File: src/rtl/io_sys_update_seq_if.sv
// IO-side and RSU-IP-side signal bundle for the update sequencer.
// slave = sequencer side, master = IO master / RSU IP side.
interface io_sys_update_seq_if #(
    parameter int CDataW = 32
);
    logic [15:0]       AIoAddr;
    logic [63:0]       AIoMiso;
    logic [63:0]       AIoMosi;
    logic [3:0]        AIoWrSize;
    logic [3:0]        AIoRdSize;
    logic              AIoAddrAck;
    logic              AIoAddrErr;
    logic              AIoBusy;
    logic [2:0]        ARsuParam;
    logic [1:0]        ARsuSource;
    logic [CDataW-1:0] ARsuDataIn;
    logic              ARsuWrite;
    logic              ARsuRead;
    logic              ARsuReconfig;
    logic              ARsuResetTimer;
    logic [CDataW-1:0] ARsuDataOut;
    logic              ARsuBusy;
    logic [7:0]        ATest;

    modport slave (
        input  AIoAddr, AIoMosi, AIoWrSize, AIoRdSize, ARsuDataOut, ARsuBusy,
        output AIoMiso, AIoAddrAck, AIoAddrErr, AIoBusy, ARsuParam, ARsuSource,
               ARsuDataIn, ARsuWrite, ARsuRead, ARsuReconfig, ARsuResetTimer, ATest
    );

    modport master (
        output AIoAddr, AIoMosi, AIoWrSize, AIoRdSize, ARsuDataOut, ARsuBusy,
        input  AIoMiso, AIoAddrAck, AIoAddrErr, AIoBusy, ARsuParam, ARsuSource,
               ARsuDataIn, ARsuWrite, ARsuRead, ARsuReconfig, ARsuResetTimer, ATest
    );
endinterface

File: src/rtl/io_sys_update_seq.sv
// IO-mapped remote-system-update sequencer: param read/write handshakes with timeout,
// key-guarded reconfig and a programmable watchdog kicker. IO reads are combinational.
module io_sys_update_seq #(
    parameter logic [15:0] CAddrBase = 16'h0000,
    parameter int          CDataW    = 32,
    parameter int          CTimeout  = 4096,
    parameter int          CWdtW     = 16
) (
    input logic               AClkH,
    input logic               AResetH,
    input logic               AClkHEn,
    io_sys_update_seq_if.slave io
);
    localparam int CTW = (CTimeout > 2) ? $clog2(CTimeout) : 1;

    localparam logic [2:0] S_IDLE = 3'd0;
    localparam logic [2:0] S_REQ  = 3'd1;
    localparam logic [2:0] S_WAIT = 3'd2;
    localparam logic [2:0] S_RCFG = 3'd3;

    logic [2:0]        state;
    logic              op_rd;
    logic [CTW-1:0]    wait_cnt;
    logic [CDataW-1:0] data_in;
    logic [CDataW-1:0] shadow;
    logic [4:0]        addr_reg;
    logic [CWdtW-1:0]  wdt_period;
    logic [CWdtW-1:0]  wdt_cnt;
    logic              err, rdv, key, wdten;

    logic [15:0] off;
    logic        in_range, has_wr, has_rd, legal;
    logic [63:0] rd_dat;
    logic        ack, busy_st, io_busy;
    logic        wr_ctrl, wr_key, wr_addr, wr_op, rd_op, wr_wdt, rcfg_req, is_cmd;
    logic        wdt_on;
    logic        unused_mosi;

    assign off      = io.AIoAddr - CAddrBase;
    assign in_range = (off < 16'd8);
    assign has_wr   = (io.AIoWrSize != 4'd0);
    assign has_rd   = (io.AIoRdSize != 4'd0);
    assign busy_st  = (state != S_IDLE);

    // Only one direction per access; anything else in the window is an address error.
    always_comb begin
        legal  = 1'b0;
        rd_dat = 64'd0;
        case (off[2:0])
            3'd0: begin
                if (io.AIoWrSize == 4'd1 && !has_rd) legal = 1'b1;
                else if (io.AIoRdSize == 4'd1 && !has_wr) begin
                    legal  = 1'b1;
                    rd_dat = 64'({3'b000, wdten, key, err, rdv, busy_st});
                end
            end
            3'd1: legal = (io.AIoWrSize == 4'd1) && !has_rd;
            3'd2: begin
                if ((io.AIoWrSize == 4'd1 || io.AIoWrSize == 4'd4) && !has_rd) legal = 1'b1;
                else if (io.AIoRdSize == 4'd1 && !has_wr) begin
                    legal  = 1'b1;
                    rd_dat = 64'(addr_reg);
                end else if (io.AIoRdSize == 4'd4 && !has_wr) begin
                    legal  = 1'b1;
                    rd_dat = 64'(shadow);
                end
            end
            3'd4: legal = (io.AIoWrSize == 4'd1) && !has_rd;
            3'd6: begin
                if (io.AIoWrSize == 4'd2 && !has_rd) legal = 1'b1;
                else if (io.AIoRdSize == 4'd2 && !has_wr) begin
                    legal  = 1'b1;
                    rd_dat = 64'(wdt_period);
                end
            end
            default: legal = 1'b0;
        endcase
    end

    assign ack      = in_range && legal;
    assign wr_ctrl  = ack && has_wr && (off[2:0] == 3'd0);
    assign wr_key   = ack && has_wr && (off[2:0] == 3'd1);
    assign wr_addr  = ack && (off[2:0] == 3'd2) && (io.AIoWrSize == 4'd1);
    assign wr_op    = ack && (off[2:0] == 3'd2) && (io.AIoWrSize == 4'd4);
    assign rd_op    = ack && has_wr && (off[2:0] == 3'd4);
    assign wr_wdt   = ack && has_wr && (off[2:0] == 3'd6);
    assign rcfg_req = wr_ctrl && io.AIoMosi[0] && key;
    assign is_cmd   = wr_op || rd_op || rcfg_req;
    assign io_busy  = is_cmd && busy_st;
    assign wdt_on   = wdten && (wdt_period != '0);

    always_ff @(posedge AClkH or posedge AResetH) begin
        if (AResetH) begin
            state    <= S_IDLE;
            op_rd    <= 1'b0;
            wait_cnt <= '0;
            data_in  <= '0;
            shadow   <= '0;
            addr_reg <= '0;
            wdt_period <= '0;
            err      <= 1'b0;
            rdv      <= 1'b0;
            key      <= 1'b0;
            wdten    <= 1'b0;
        end else if (AClkHEn) begin
            if (!io_busy) begin
                if (wr_ctrl) begin
                    key   <= 1'b0;
                    wdten <= io.AIoMosi[1];
                    if (io.AIoMosi[2]) err <= 1'b0;
                    if (io.AIoMosi[0] && !key) err <= 1'b1;
                    if (rcfg_req) state <= S_RCFG;
                end
                if (wr_key)  key        <= (io.AIoMosi[7:0] == 8'hA5);
                if (wr_addr) addr_reg   <= io.AIoMosi[4:0];
                if (wr_wdt)  wdt_period <= io.AIoMosi[CWdtW-1:0];
                if (wr_op) begin
                    data_in <= io.AIoMosi[CDataW-1:0];
                    op_rd   <= 1'b0;
                    state   <= S_REQ;
                end
                if (rd_op) begin
                    op_rd <= 1'b1;
                    rdv   <= 1'b0;
                    state <= S_REQ;
                end
            end
            // Commands are only accepted in IDLE, so they never collide with these transitions.
            case (state)
                S_REQ: begin
                    state    <= S_WAIT;
                    wait_cnt <= '0;
                end
                S_WAIT: begin
                    if (!io.ARsuBusy && wait_cnt != '0) begin
                        state <= S_IDLE;
                        if (op_rd) begin
                            shadow <= io.ARsuDataOut;
                            rdv    <= 1'b1;
                        end
                    end else if (wait_cnt == CTW'(CTimeout - 1)) begin
                        state <= S_IDLE;
                        err   <= 1'b1;
                    end else begin
                        wait_cnt <= wait_cnt + 1'b1;
                    end
                end
                default: ;
            endcase
        end
    end

    always_ff @(posedge AClkH or posedge AResetH) begin
        if (AResetH) begin
            wdt_cnt <= '0;
        end else if (AClkHEn) begin
            if (wr_wdt || !wdt_on || wdt_cnt == wdt_period) wdt_cnt <= '0;
            else                                             wdt_cnt <= wdt_cnt + 1'b1;
        end
    end

    assign io.AIoAddrAck     = ack;
    assign io.AIoAddrErr     = in_range && (has_wr || has_rd) && !legal;
    assign io.AIoMiso        = ack ? rd_dat : 64'd0;
    assign io.AIoBusy        = io_busy;
    assign io.ARsuParam      = addr_reg[2:0];
    assign io.ARsuSource     = addr_reg[4:3];
    assign io.ARsuDataIn     = data_in;
    assign io.ARsuWrite      = (state == S_REQ) && !op_rd;
    assign io.ARsuRead       = (state == S_REQ) && op_rd;
    assign io.ARsuReconfig   = (state == S_RCFG);
    assign io.ARsuResetTimer = wdt_on && (wdt_cnt == wdt_period);
    assign io.ATest          = {io_busy, state, err, rdv, key, wdten};

    assign unused_mosi = ^io.AIoMosi;
endmodule

File: src/flat_wrapper.sv
// flat-port wrapper written by rule: the top's interface ports become plain ports
module io_sys_update_seq_flat 
#(
    parameter logic [15:0] CAddrBase = 16'h0000,
    parameter int          CDataW    = 32,
    parameter int          CTimeout  = 4096,
    parameter int          CWdtW     = 16
)
  (AClkH, AResetH, AClkHEn, io_AIoAddr, io_AIoMosi, io_AIoWrSize, io_AIoRdSize, io_ARsuDataOut, io_ARsuBusy, io_AIoMiso, io_AIoAddrAck, io_AIoAddrErr, io_AIoBusy, io_ARsuParam, io_ARsuSource, io_ARsuDataIn, io_ARsuWrite, io_ARsuRead, io_ARsuReconfig, io_ARsuResetTimer, io_ATest);
  io_sys_update_seq_if #(.CDataW(CDataW)) io_i ();
  input logic AClkH;
  input logic AResetH;
  input logic AClkHEn;
  input wire logic [$bits(io_i.AIoAddr)-1:0] io_AIoAddr;
  input wire logic [$bits(io_i.AIoMosi)-1:0] io_AIoMosi;
  input wire logic [$bits(io_i.AIoWrSize)-1:0] io_AIoWrSize;
  input wire logic [$bits(io_i.AIoRdSize)-1:0] io_AIoRdSize;
  input wire logic [$bits(io_i.ARsuDataOut)-1:0] io_ARsuDataOut;
  input wire logic [$bits(io_i.ARsuBusy)-1:0] io_ARsuBusy;
  output wire logic [$bits(io_i.AIoMiso)-1:0] io_AIoMiso;
  output wire logic [$bits(io_i.AIoAddrAck)-1:0] io_AIoAddrAck;
  output wire logic [$bits(io_i.AIoAddrErr)-1:0] io_AIoAddrErr;
  output wire logic [$bits(io_i.AIoBusy)-1:0] io_AIoBusy;
  output wire logic [$bits(io_i.ARsuParam)-1:0] io_ARsuParam;
  output wire logic [$bits(io_i.ARsuSource)-1:0] io_ARsuSource;
  output wire logic [$bits(io_i.ARsuDataIn)-1:0] io_ARsuDataIn;
  output wire logic [$bits(io_i.ARsuWrite)-1:0] io_ARsuWrite;
  output wire logic [$bits(io_i.ARsuRead)-1:0] io_ARsuRead;
  output wire logic [$bits(io_i.ARsuReconfig)-1:0] io_ARsuReconfig;
  output wire logic [$bits(io_i.ARsuResetTimer)-1:0] io_ARsuResetTimer;
  output wire logic [$bits(io_i.ATest)-1:0] io_ATest;
  assign io_i.AIoAddr = io_AIoAddr;
  assign io_i.AIoMosi = io_AIoMosi;
  assign io_i.AIoWrSize = io_AIoWrSize;
  assign io_i.AIoRdSize = io_AIoRdSize;
  assign io_i.ARsuDataOut = io_ARsuDataOut;
  assign io_i.ARsuBusy = io_ARsuBusy;
  assign io_AIoMiso = io_i.AIoMiso;
  assign io_AIoAddrAck = io_i.AIoAddrAck;
  assign io_AIoAddrErr = io_i.AIoAddrErr;
  assign io_AIoBusy = io_i.AIoBusy;
  assign io_ARsuParam = io_i.ARsuParam;
  assign io_ARsuSource = io_i.ARsuSource;
  assign io_ARsuDataIn = io_i.ARsuDataIn;
  assign io_ARsuWrite = io_i.ARsuWrite;
  assign io_ARsuRead = io_i.ARsuRead;
  assign io_ARsuReconfig = io_i.ARsuReconfig;
  assign io_ARsuResetTimer = io_i.ARsuResetTimer;
  assign io_ATest = io_i.ATest;
  io_sys_update_seq #(.CAddrBase(CAddrBase), .CDataW(CDataW), .CTimeout(CTimeout), .CWdtW(CWdtW)) u_core (.AClkH(AClkH), .AResetH(AResetH), .AClkHEn(AClkHEn), .io(io_i));
endmodule
File: config.mk
export PLATFORM = sky130hd
export DESIGN_NAME = io_sys_update_seq_flat
export DESIGN_NICKNAME = d
export VERILOG_FILES = /design/src/rtl/io_sys_update_seq_if.sv /design/src/rtl/io_sys_update_seq.sv /design/src/flat_wrapper.sv
export SDC_FILE = /design/constraint.sdc
export NUM_CORES = 1
export LEC_CHECK = 0
export CAP_MARGIN = 20
export CORE_UTILIZATION = 41
export DETAILED_ROUTE_END_ITERATION = 8
export PLACE_DENSITY = 0.82
export SLEW_MARGIN = 25
export SYNTH_ARGS = -nofsm -noshare
export SYNTH_HDL_FRONTEND = slang
export SYNTH_SLANG_ARGS = --single-unit
File: constraint.sdc
create_clock -name AClkH -period 3.7 [get_ports AClkH]
set_input_delay 0.37 -clock AClkH [delete_from_list [all_inputs] [get_ports AClkH]]
set_output_delay 0.37 -clock AClkH [all_outputs]
set_load 0.01 [all_outputs]
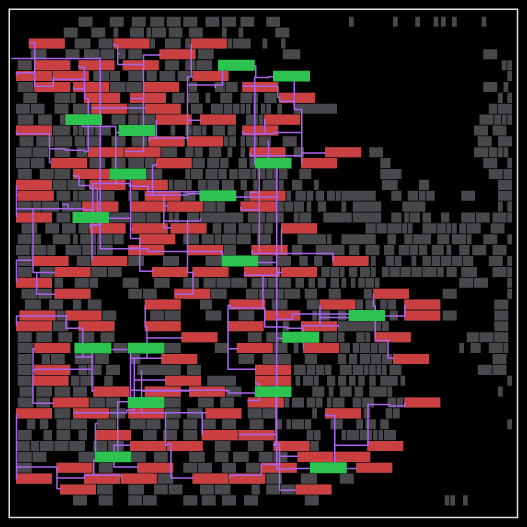
run_1/clk_routes.png
(4 px per µm)
legend:
  green:
    item: clock drivers
    count: 17
  red:
    item: flip-flops
    count: 121
  purple:
    item: clock wires
    length: 1,610 µm
routed clock nets: 18
P_clk: 1.80 mW
clock insertion delay at the later pin of the skew report: 0.42 ns
Layout Skew: 0.00726 ns

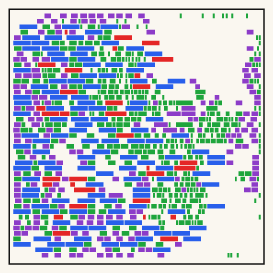
run_1/placement_by_type.png
(2 px per µm)
legend:
  purple:
    class: other buffers and delay cells
    cells: 201
    share_of_their_area: 23%
  red:
    class: clock drivers and dummy loads
    cells: 32
    share_of_their_area: 7.4%
  blue:
    class: flops
    cells: 121
    share_of_their_area: 34%
  green:
    class: combinational and other logic
    cells: 426
    share_of_their_area: 35%

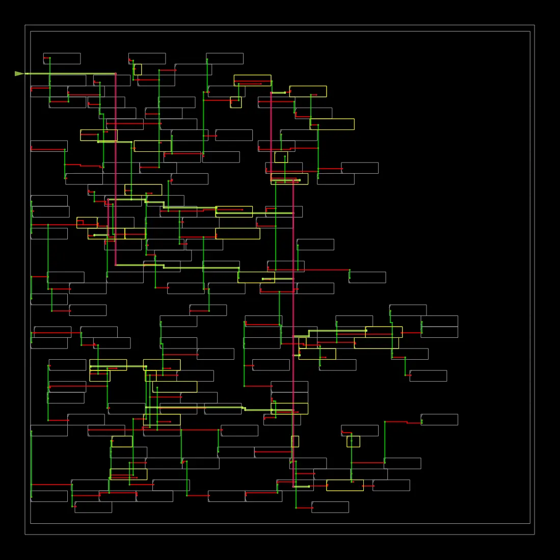
run_1/clocks.png
CTS Buf Count: 17
CLK BUF: 21
flip-flop and latch count: 121
CTS sink cnt: 121

==> results.yml, run 1 <==
# synthesis and place-and-route metrics
final_layout:
  stdcell_area_mm2: 0.00904
  fin_nets: 894
  nNonClkBuffers: 201
  fill_cells: 1254
  lay_top_count: "clkdlybuf4s50_1"
  lay_top_cells: "166 x clkdlybuf4s50_1, 121 x dfrtp_1, 78 x mux2_2"
  drive_above_1_share: 0.191
  area_growth_pct: 41.9
  final-seq-area_mm2: 0.00303
  buf_share: 0.226
  antenna_cells: 0
  clock_area_frac: 0.0717
route:
  ant_nets: 0
  firstDrtPassIters: 5
  routed_wl_um: 16800
  num_vias: 5269
grt:
  grt.total_usage: 0.222
  grt_pass1_wl_um: 27600
  antenna_found_initial: 0
synth:
  ys.flop_type: "dfrtp_1"
  area_leaders: "dfrtp_1 48%, mux2_2 14%, buf_4 4.5%"
  yosys-stat-cells: 580
  syn_inst: 580
  top_cell: "dfrtp_1"
  top_logic_kind: "simple AND/OR/NAND/NOR gates"
  ys_ff: 121
  top_area_cell: "dfrtp_1"
  syn_area_mm2: 0.00637
  ys_warn_count: 0
  ys_sh_simple: 0.171
  async_flop_share: 1.00
  avgSynthCellArea_um2: 11.0
  ys_seq_share: 0.475
  xor_share: 0.0508
timing:
  hold_viol: 0
  rsz0062_at_grt: "false"
  final_max_slew_viol_count: 0
die:
  die-area_mm2: 0.0160
  core_mm2: 0.0152
  chipHeight_um: 127
  num_io_pins: 240
  die_x_um: 127
power_and_ir_drop:
  peakVddDrop_mv: 0.329
  leakagePower_nw: 4.26
  swShare: 0.209
  powerSeq_mw: 1.33
  combinationalPower_uw: 198
  report.power.total_mw: 3.32
  p_per_area_mw_per_mm2: 367
  combPwrFrac: 0.060
  power_frac_seq: 0.399
run:
  cap_violations: 0
  warning_count: 59
clocking:
  root_buffer: "clkbuf_16"
  clk_pin_slew_ns: 0.05
  cts_tree: "yes"
  cts_resized: 1
worst_setup_path:
  cp_slowest_cell: "clkdlybuf4s50_1"
  cp-startpoint: "io_AIoAddr[1]"
  cp.arrival_ns: 3.21
  cp.depth: 9
  r2r_start: "u_core.wait_cnt[0]"
  path_buffers: 3
  crit_path_cell_trace: "clkdlybuf4s50_1, or3b_4, or4b_1, a221o_1, a21oi_4, nand2_1, buf_12, nor2_1, clkdlybuf4s50_1"
  worstPathMaxFanout: 16
placement:
  postPlaceCellArea_mm2: 0.00836
status:
  status: "finished clean"
hold_path:
  hold_class: "primary input to asynchronous set/reset pin"
-- run 1: stage by stage --
| stage | setup slack (ns) | std cells |
|---|---|---|
| final | 0.123 | 968 |
| after global placement | 0.0643 | 936 |
| after detailed placement | 0.0358 | 936 |
| after global routing | 0.00331 | 968 |
| after CTS | 0.0332 | 968 |
| after floorplan | 0.116 | 611 |
-- run 1: routing by layer --
| layer | track usage | vias to the layer above | wire [µm] |
|---|---|---|---|
| met2 | 0.361 | 251 | 7920 |
| li1 | - | 2406 | - |
| met3 | 0.0730 | 27 | 1510 |
| met4 | 0.0952 | 0 | 394 |
| met5 | 0 | - | 0 |
| met1 | 0.272 | 2585 | 7010 |
==> run 2: changes to the inputs <==
--- a/config.mk
+++ b/config.mk
@@ -9,4 +9,5 @@
 export CORE_UTILIZATION = 41
+export CTS_BUF_LIST = sky130_fd_sc_hd__clkbuf_16
 export DETAILED_ROUTE_END_ITERATION = 8
-export PLACE_DENSITY = 0.82
+export PLACE_DENSITY = 0.78
 export SLEW_MARGIN = 25
==> constraint.sdc (replaced) <==
create_clock -name AClkH -period 3.7 [get_ports AClkH]
set_input_delay 0.74 -clock AClkH [delete_from_list [all_inputs] [get_ports AClkH]]
set_output_delay 0.74 -clock AClkH [all_outputs]
set_load 0.01 [all_outputs]
==> run 2 against run 1 <==
Against the previous run: synthesized area unchanged; hold slack improved by 0.14 ns; count of clock-buffer cells in the layout decreased by 4; sequential share of layout area decreased by 0.63 points; via count increased by 4.3%; flip-flop count unchanged; design area increased by 1.9%; the run now ends with negative setup slack left; highest routed layer unchanged; largest power group unchanged; largest cell class unchanged.
==> results.yml, run 2 <==
# synthesis and place-and-route metrics
route:
  wl_met1_um: 7420
  routed_wl_um: 18500
  num_vias: 5496
  top_layer: "met4"
  wl_met3_um: 1470
  wl_met2_um: 9320
worst_setup_path:
  r2r_start: "u_core.wait_cnt[0]"
  cp_slowest_cell: "or4b_4"
  worstPathMaxFanout: 4
  cp.depth: 10
final_layout:
  antenna_cells: 0
  drive_above_1_share: 0.288
  fin_nets: 933
  fin_cells: 1003
  stdcell_area_mm2: 0.00922
  lay_top_cells: "129 x clkdlybuf4s50_1, 121 x dfrtp_1, 78 x mux2_2"
  lay_top_count: "clkdlybuf4s50_1"
  area_growth_pct: 44.6
  final-seq-area_mm2: 0.00303
die:
  chipHeight_um: 127
  die_x_um: 127
  num_io_pins: 240
  die-area_mm2: 0.0160
grt:
  grtUsageMet1: 0.293
  top_usage_layer: "met2"
  grt.total_usage: 0.242
  grt_pass1_wl_um: 30000
  use_met3: 0.0725
clocking:
  root_buffer: "clkbuf_16"
  clkSinkCount: 121
  numCtsBuffers: 17
  cts_resized: 185
  clock_latency_ns: 0.42
  cts_tree: "yes"
run:
  warning_count: 60
  cap_violations: 0
status:
  status: "complete, but fails checks"
  violations: "negative setup slack"
synth:
  syn_area_mm2: 0.00637
  area_leaders: "dfrtp_1 48%, mux2_2 14%, buf_4 4.5%"
  async_flop_share: 1.00
  ys_warn_count: 0
  top_area_cell: "dfrtp_1"
  ys_seq_share: 0.475
  top_cell: "dfrtp_1"
  avgSynthCellArea_um2: 11.0
  ys.flop_type: "dfrtp_1"
  yosys-stat-cells: 580
  ys_ff: 121
hold_path:
  hold_class: "flip-flop to flip-flop"
  whs_endpoint: "u_core.io.ARsuDataIn[31]"
timing:
  finalSetupViolCount: 1
  hold_viol: 0
  rsz0062_at_grt: "true"
  setup_slack_ns: -0.00501
  final_max_slew_viol_count: 0
placement:
  dpl_worst_slack_ns: -0.697
  dp.cells: 960
power_and_ir_drop:
  leakagePower_nw: 4.40
  combPwrFrac: 0.072
  combinationalPower_uw: 218
  peakVddDrop_mv: 0.287
  powerSeq_mw: 1.33
  report.power.total_mw: 3.04
  power_frac_seq: 0.437
  swShare: 0.212
[run 2: cell counts after synthesis]
Identical to the previous run, type by type.
[run 2: cells by family (layout without fill, tap and decap cells)]
logic type	Yosys count	in the layout	share of synthesized area
compound gates	61	61	0.0722
mux	88	88	0.155
other cells	1	32	0.000588
flops	121	121	0.475
xor+xnor	37	37	0.0508
fa+ha+maj	3	3	0.00589
simple gates	194	194	0.171
buf+inv	75	279	0.0685
[run 2: cell type report]
type                            count  area share
Inverter                           11     0.00489
Sequential cell                   121       0.329
Timing Repair Buffer              240       0.243
Multi-Input combinational cell    415       0.342
Clock inverter                     11      0.0103
Tap cell                          188      0.0255
Clock buffer                       17      0.0462
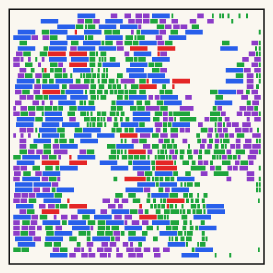
run_2/placement_by_type.png
(2 px per µm)
legend:
  red:
    class: clock drivers and dummy loads
    cells: 28
    share_of_their_area: 5.8%
  green:
    class: combinational and other logic
    cells: 426
    share_of_their_area: 36%
  purple:
    class: other buffers and delay cells
    cells: 240
    share_of_their_area: 25%
  blue:
    class: flops
    cells: 121
    share_of_their_area: 34%

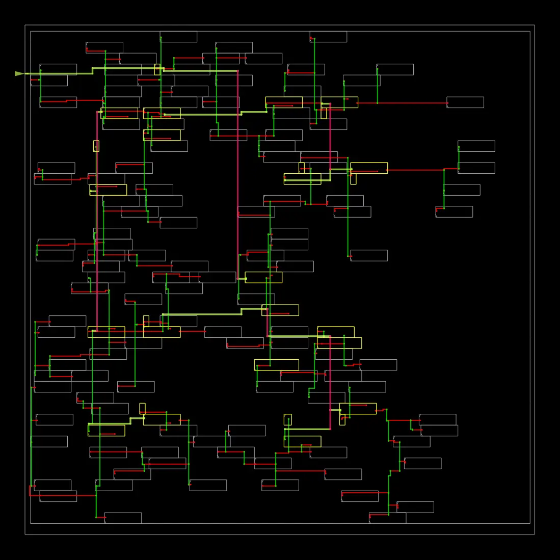
run_2/clocks.png
CLK BUF: 17
Layout Skew: 0.0165 ns
P_clk: 1.49 mW

Power and IR drop assume default switching activity.
